==> src/rtl/axi_burst_pkg.sv <==
// Shared definitions for the burst master and its companion slave:
// widths, command word layout, response codes, FSM states and beat selection.
package axi_burst_pkg;

    localparam int ADDR_W    = 8;
    localparam int DATA_W    = 8;
    localparam int ID_W      = 4;
    localparam int LEN_W     = 4;
    localparam int BEATS_MAX = 16;

    // Command word layout: {ADDR[15:8], LEN[7:4], ID[3:0]}
    localparam int CMD_ID_LSB   = 0;
    localparam int CMD_LEN_LSB  = 4;
    localparam int CMD_ADDR_LSB = 8;

    localparam logic RESP_OKAY = 1'b0;
    localparam logic RESP_ERR  = 1'b1;

    typedef enum logic [2:0] {
        ST_IDLE,
        ST_AR,
        ST_R,
        ST_AW,
        ST_W,
        ST_B
    } state_t;

    typedef enum logic [1:0] {
        SL_IDLE,
        SL_R,
        SL_W,
        SL_B
    } slave_state_t;

    // Pick beat idx out of the packed write payload (beat 0 in the low byte).
    function automatic logic [DATA_W-1:0] beat_sel(
        input logic [BEATS_MAX*DATA_W-1:0] data,
        input logic [LEN_W-1:0]            idx
    );
        return data[idx*DATA_W +: DATA_W];
    endfunction

endpackage

==> src/rtl/axi_burst_master.sv <==
// Burst master: a start pulse issues one read (AR/R) or write (AW/W/B) burst.
// Single flat FSM; handshake outputs decode from state, captures are registered.
module axi_burst_master
    import axi_burst_pkg::*;
(
    input  logic         clk,
    input  logic         rst,
    input  logic         en,
    input  logic         en_,
    input  logic [15:0]  tb_R,
    input  logic [15:0]  tb_W,
    input  logic [127:0] INDATA,
    input  logic         ARREADY,
    output logic         ARVALID,
    output logic [15:0]  OUT,
    input  logic         RVALID,
    input  logic         RLAST,
    input  logic [8:0]   IN,
    output logic         RREADY,
    output logic [7:0]   RDATA,
    output logic         RRESP,
    input  logic         AWREADY,
    output logic         AWVALID,
    output logic [11:0]  AWOUT,
    input  logic         WREADY,
    output logic         WVALID,
    output logic [7:0]   WDATA,
    output logic         WLAST,
    input  logic         BVALID,
    input  logic [4:0]   BRESP,
    output logic         BREADY,
    output logic [4:0]   BOUT
);

    state_t            state, state_nxt;
    logic [15:0]       cmd;
    logic [LEN_W-1:0]  cnt;
    logic [ADDR_W-1:0] cmd_addr;
    logic [LEN_W-1:0]  cmd_len;
    logic [ID_W-1:0]   cmd_id;

    assign cmd_addr = cmd[CMD_ADDR_LSB +: ADDR_W];
    assign cmd_len  = cmd[CMD_LEN_LSB +: LEN_W];
    assign cmd_id   = cmd[CMD_ID_LSB +: ID_W];

    // State register.
    always_ff @(posedge clk or negedge rst) begin
        if (!rst) state <= ST_IDLE;
        else      state <= state_nxt;
    end

    // Next state and channel outputs; a read start wins over a simultaneous write start.
    always_comb begin
        state_nxt = state;
        ARVALID   = 1'b0;
        OUT       = '0;
        RREADY    = 1'b0;
        AWVALID   = 1'b0;
        AWOUT     = '0;
        WVALID    = 1'b0;
        WDATA     = '0;
        WLAST     = 1'b0;
        BREADY    = 1'b0;
        case (state)
            ST_IDLE: begin
                if (en)       state_nxt = ST_AR;
                else if (en_) state_nxt = ST_AW;
            end
            ST_AR: begin
                ARVALID = 1'b1;
                OUT     = cmd;
                if (ARREADY) state_nxt = ST_R;
            end
            ST_R: begin
                RREADY = 1'b1;
                if (RVALID && RLAST) state_nxt = ST_IDLE;
            end
            ST_AW: begin
                AWVALID = 1'b1;
                AWOUT   = {cmd_addr, cmd_id};
                if (AWREADY) state_nxt = ST_W;
            end
            ST_W: begin
                WVALID = 1'b1;
                WDATA  = beat_sel(INDATA, cnt);
                WLAST  = (cnt == cmd_len);
                if (WREADY && WLAST) state_nxt = ST_B;
            end
            ST_B: begin
                BREADY = 1'b1;
                if (BVALID) state_nxt = ST_IDLE;
            end
            default: state_nxt = ST_IDLE;
        endcase
    end

    // Command latch, write beat counter and response captures.
    always_ff @(posedge clk or negedge rst) begin
        if (!rst) begin
            cmd   <= '0;
            cnt   <= '0;
            RDATA <= '0;
            RRESP <= 1'b0;
            BOUT  <= '0;
        end else begin
            if (state == ST_IDLE) begin
                if (en)       cmd <= tb_R;
                else if (en_) cmd <= tb_W;
            end
            if (AWVALID && AWREADY)    cnt <= '0;
            else if (WVALID && WREADY) cnt <= cnt + 1'b1;
            if (RREADY && RVALID) {RRESP, RDATA} <= IN;
            if (BREADY && BVALID) BOUT <= BRESP;
        end
    end

endmodule

==> config.mk <==
export PLATFORM = sky130hd
export DESIGN_NAME = axi_burst_master
export DESIGN_NICKNAME = d
export VERILOG_FILES = /design/src/rtl/axi_burst_pkg.sv /design/src/rtl/axi_burst_master.sv
export SDC_FILE = /design/constraint.sdc
export NUM_CORES = 1
export LEC_CHECK = 0
export CAP_MARGIN = 20
export CORE_MARGIN = 3
export CORE_UTILIZATION = 37
export DETAILED_ROUTE_END_ITERATION = 16
export PLACE_DENSITY = 0.95
export SYNTH_ARGS = -nofsm -noshare
export SYNTH_HDL_FRONTEND = slang
export SYNTH_SLANG_ARGS = --single-unit
==> constraint.sdc <==
create_clock -name clk -period 4.3 [get_ports clk]
set_input_delay 0.43 -clock clk [delete_from_list [all_inputs] [get_ports clk]]
set_output_delay 0.43 -clock clk [all_outputs]
set_load 0.05 [all_outputs]
Run 1, clock distribution:
Scale: 3 px per um.
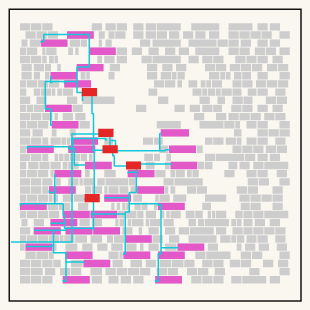
flip-flops: marked magenta, count 37. clock drivers: marked red, count 5. clock wires: marked cyan, length 507 um.
There are 6 routed clock nets.

Run 1, clock nets:
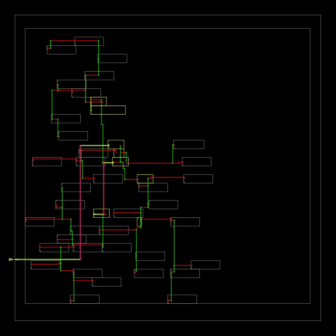
flop count: 37
clock buffer count from CTS: 5
Clock Buffer Count: 6
clock latency on the worst-skew pair: 0.29 ns
clock network power: 0.304 mW

==> results.sh, run 1 <==
# yosys + openroad results
export IMPL_outcome="finished clean"
export IMPL_wl_per_cell_um=20.06
export IMPL_skew_ns=0.01087
export IMPL_finalCriticalPeriod_ns=3.532
export IMPL_top_cell_area_share_pct=30.40
export IMPL_vdd_ir_drop_max_mv=0.5612
export IMPL_hpwl_um=10100
export IMPL_viasPerCell=5.442
export IMPL_antenna_cells=1
export IMPL_use_met2_pct=46.55
export IMPL_post_route_drc_count=0
export IMPL_avgSynthCellArea_um2=10.65
export IMPL_dieArea_um2=9356
export IMPL_cp_start_kind="flop"
export IMPL_yosysWarnings=0
export IMPL_crit_fanout=30
export IMPL_io_buffers=239
export IMPL_drt_pass1_iter_count=5
export IMPL_power_switching_share_pct=49.01
export IMPL_r2r_cells=4
export IMPL_path_clk_slew_ns=0.08
export IMPL_seq_power_share_pct=22.4
export IMPL_comb_cell_power_mw=2.17
export IMPL_slew_violations=0
export IMPL_synth_cells_yosys=286
export IMPL_regMostFlops="cmd"
export IMPL_path_buffers=2
export IMPL_layout_top_cell="clkdlybuf4s50_1"
export IMPL_most_common_cell="mux2i_1"
export IMPL_maxPowerGroup="combinational cells"
export IMPL_vias=3363
export IMPL_cts_setup_buffers=0
export IMPL_grt_met1_usage_pct=30.09
export IMPL_criticalPathCategory="reg2out"
export IMPL_clock_sinks=37
export IMPL_clkCellAreaFrac_pct=2.001
export IMPL_flop_area_um2=927.1
export IMPL_grt_max_degree=38
export IMPL_largest_reg_flops=16
export IMPL_p_clk_share_pct=9.6
export IMPL_max_stage_delay_ns=0.85
export IMPL_synthAdderAreaFrac_pct=0.4108
export IMPL_dpl_cell_area_um2=5439
export IMPL_worst_pin_slew_ns=1.012
export IMPL_crit_start="cnt[0]$_DFFE_PN0P_"
export IMPL_totalWireLength_um=12400
export IMPL_whs_ns=0.2390
export IMPL_dr_wl_met3_um=1037
export IMPL_hp_class="in2async"
export IMPL_cap_violations=0
export IMPL_grt_usage_pct=25.78
export IMPL_tool_warnings=26
export IMPL_postCtsHoldBufs=0
export IMPL_cp_depth=6
export IMPL_final_setup_worst_slack_ns=0.7677
export IMPL_wl_met1_um=4717
export IMPL_setup_tns_ns=0
export IMPL_end_kind="output pin"
export IMPL_final_nonclk_buf_share_pct=44.01
export IMPL_path_cells="buf_12 > mux2i_1 > a221oi_1 > o21ai_0 > a21oi_1 > clkdlybuf4s50_1"
export IMPL_grt_pass1_vias=3636
export IMPL_final_layout_size_suffix_gt1_share_pct=8.738
export IMPL_cts_tree="yes"
export IMPL_logic_family="multiplexers"
export IMPL_hold_viol_final=0
export IMPL_dominant_cells="non-clock buffers"
export IMPL_p_int_mw=1.623
export IMPL_n_all_buffers=245
export IMPL_ys_sh_xor_pct=2.013
export IMPL_grt_busiest_layer="met2"
export IMPL_worstPathRequired_ns=3.87
export IMPL_drtIter0Drc=123
export IMPL_ys_area_um2=3045
export IMPL_n_tap_cell=102
export IMPL_fin_nets=699
export IMPL_cp_data_arrival_time_ns=3.10
export IMPL_ys_sh_mux_pct=34.51
export IMPL_dp_cells=608
export IMPL_powerDensity_nw_per_um2=571.9
export IMPL_reg2reg_slack_ns=2.51
export IMPL_synthToLayoutAreaGrowth_pct=82.70
export IMPL_min_period_over_period_pct=82.15
export IMPL_max_freq_ghz=0.2831
export IMPL_wl_met2_um=6354
export IMPL_seq_share_pct=16.66
export IMPL_placementRows=32
export IMPL_fp_dieW_um=96.73
export IMPL_grt_pass1_wl_um=19350
export IMPL_top_layer="met4"
export IMPL_post_cts_resized=0
export IMPL_syn_area_um2=3045
export IMPL_p_switching_mw=1.559
export IMPL_num_io_pins=240
export IMPL_lay_top_cells="238 x clkdlybuf4s50_1, 45 x mux2i_1, 36 x dfrtp_1, 30 x and2_1, 27 x a21oi_1"
export IMPL_synth_edff_count=0
export IMPL_synthArstFlopShare_pct=100.0
export IMPL_ys_flops=37
export IMPL_p_comb_share_pct=68.1
export IMPL_final_area_um2=5564
export IMPL_floorplanUtilization_pct=38.81
export IMPL_cts_buffer_depth=2
export IMPL_synth_cells=286
export IMPL_r2r_end="RDATA[1]$_DFFE_PN0P_"
export IMPL_ys_sh_simple_pct=12.08
export IMPL_grtUsageMet3_pct=6.128
export IMPL_yosysSeqAreaShare_pct=30.40
export IMPL_ff_type="dfrtp_1"
export IMPL_layout_cells_non_filler=618
export IMPL_comb_share_pct=34.72
export IMPL_logic_area_um2=1932
Run 1, PDN straps and rails:
Scale: 4 px per um. Pins as bars on the die edge.
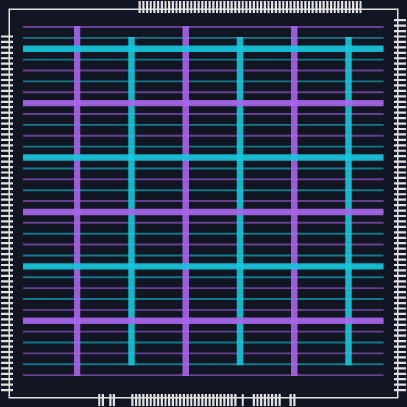
VDD: marked cyan. VSS: marked purple.
6 straps on met5. 240 signal pins sit on the boundary.

==> run 2: changes to the inputs <==
CORE_UTILIZATION = 31   (was 37)
PLACE_DENSITY = 0.9   (was 0.95)
clock period = 2.9 ns   (was 4.3 ns; I/O delays follow)
Run 2, selected gate families:
Scale: 3 px per um.
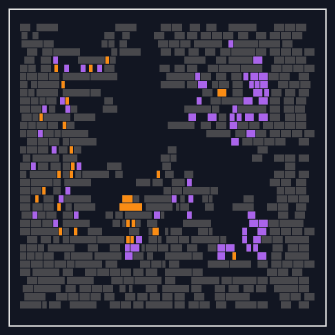
nor cells: marked orange, cells 26. aoi and oai cells: marked purple, cells 63.

Run 2, routed metal, one colour a layer:
Scale: 4 px per um.
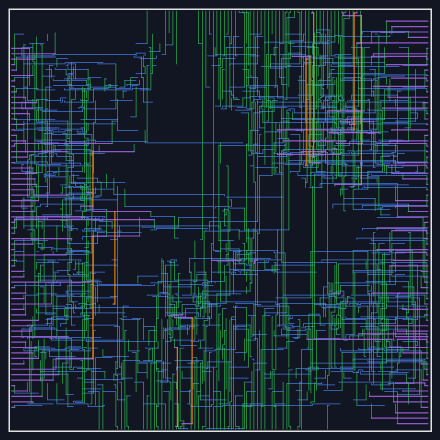
metal 4: marked orange, wire length 274 um. metal 1: marked blue, wire length 4570 um. metal 2: marked green, wire length 6340 um. metal 3: marked purple, wire length 1100 um.

Run 2, PDN straps and rails:
Scale: 4 px per um. Pins as bars on the die edge.
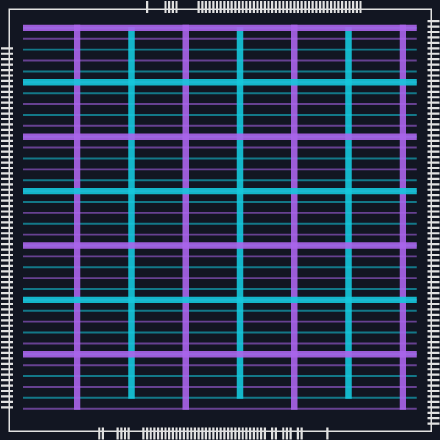
VDD: marked cyan. VSS: marked purple.
7 straps on met5. 7 straps on met4. 36 met1 rails follow the rows.

==> results.sh, run 2 <==
# yosys + openroad results
export IMPL_use_met2_pct=39.46
export IMPL_top_layer="met4"
export IMPL_p_switching_mw=2.371
export IMPL_grt_max_degree=38
export IMPL_skew_ns=0.007041
export IMPL_wl_per_cell_um=18.99
export IMPL_placementRows=35
export IMPL_clkCellAreaFrac_pct=1.589
export IMPL_r2r_cells=4
export IMPL_io_buffers=239
export IMPL_synth_edff_count=0
export IMPL_largest_reg_flops=16
export IMPL_comb_cell_power_mw=3.43
export IMPL_wl_met2_um=6336
export IMPL_ys_sh_mux_pct=34.51
export IMPL_seq_share_pct=16.13
export IMPL_cts_setup_buffers=0
export IMPL_worstPathRequired_ns=2.61
export IMPL_finalCriticalPeriod_ns=2.743
export IMPL_final_nonclk_buf_share_pct=45.55
export IMPL_slew_violations=0
export IMPL_grt_pass1_vias=3608
export IMPL_post_route_drc_count=0
export IMPL_drt_pass1_iter_count=4
export IMPL_top_cell_area_share_pct=30.40
export IMPL_cts_tree="yes"
export IMPL_n_clock_buffer=5
export IMPL_setup_tns_ns=0
export IMPL_synth_cells=286
export IMPL_n_all_buffers=248
export IMPL_cts_made_buffers=5
export IMPL_cp_data_arrival_time_ns=2.45
export IMPL_ys_area_um2=3045
export IMPL_outcome="finished clean"
export IMPL_logic_family="multiplexers"
export IMPL_vdd_ir_drop_max_mv=0.7858
export IMPL_reg2reg_slack_ns=1.10
export IMPL_floorplanUtilization_pct=32.50
export IMPL_ff_type="dfrtp_1"
export IMPL_hold_viol_final=0
export IMPL_postCtsHoldBufs=0
export IMPL_yosysSeqAreaShare_pct=30.40
export IMPL_regMostFlops="cmd"
export IMPL_path_cells="buf_12 > mux4_1 > a22oi_1 > a21oi_1 > buf_12"
export IMPL_p_comb_share_pct=71.1
export IMPL_viasPerCell=5.173
export IMPL_seq_power_share_pct=21.3
export IMPL_p_clk_share_pct=7.6
export IMPL_layout_top_cell="clkdlybuf4s50_1"
export IMPL_grt_busiest_layer="met2"
export IMPL_fin_nets=702
export IMPL_cp_start_kind="flop"
export IMPL_dieArea_um2=11050
export IMPL_layout_cells_non_filler=647
export IMPL_totalWireLength_um=12290
export IMPL_fp_dieW_um=105.1
export IMPL_logic_area_um2=1934
export IMPL_hpwl_um=10160
export IMPL_grtUsageMet3_pct=6.053
export IMPL_vias=3347
export IMPL_cap_violations=0
export IMPL_grt_met1_usage_pct=24.51
export IMPL_dpl_cell_area_um2=5653
export IMPL_synthToLayoutAreaGrowth_pct=88.70
export IMPL_maxPowerGroup="combinational cells"
export IMPL_flop_area_um2=927.1
export IMPL_design_seq_count=37
export IMPL_hp_class="in2async"
export IMPL_whs_ns=0.09264
export IMPL_synthArstFlopShare_pct=100.0
export IMPL_r2r_end="RDATA[1]$_DFFE_PN0P_"
export IMPL_ys_sh_xor_pct=2.013
export IMPL_crit_fanout=33
export IMPL_drtIter0Drc=132
export IMPL_yosysWarnings=0
export IMPL_max_stage_delay_ns=0.64
export IMPL_cp_depth=5
export IMPL_worst_pin_slew_ns=0.8338
export IMPL_grt_pass1_wl_um=19040
export IMPL_clock_sinks=37
export IMPL_final_area_um2=5747
export IMPL_most_common_cell="mux2i_1"
export IMPL_end_kind="output pin"
Power figures rest on the tool's default switching activity, not on a simulated workload.
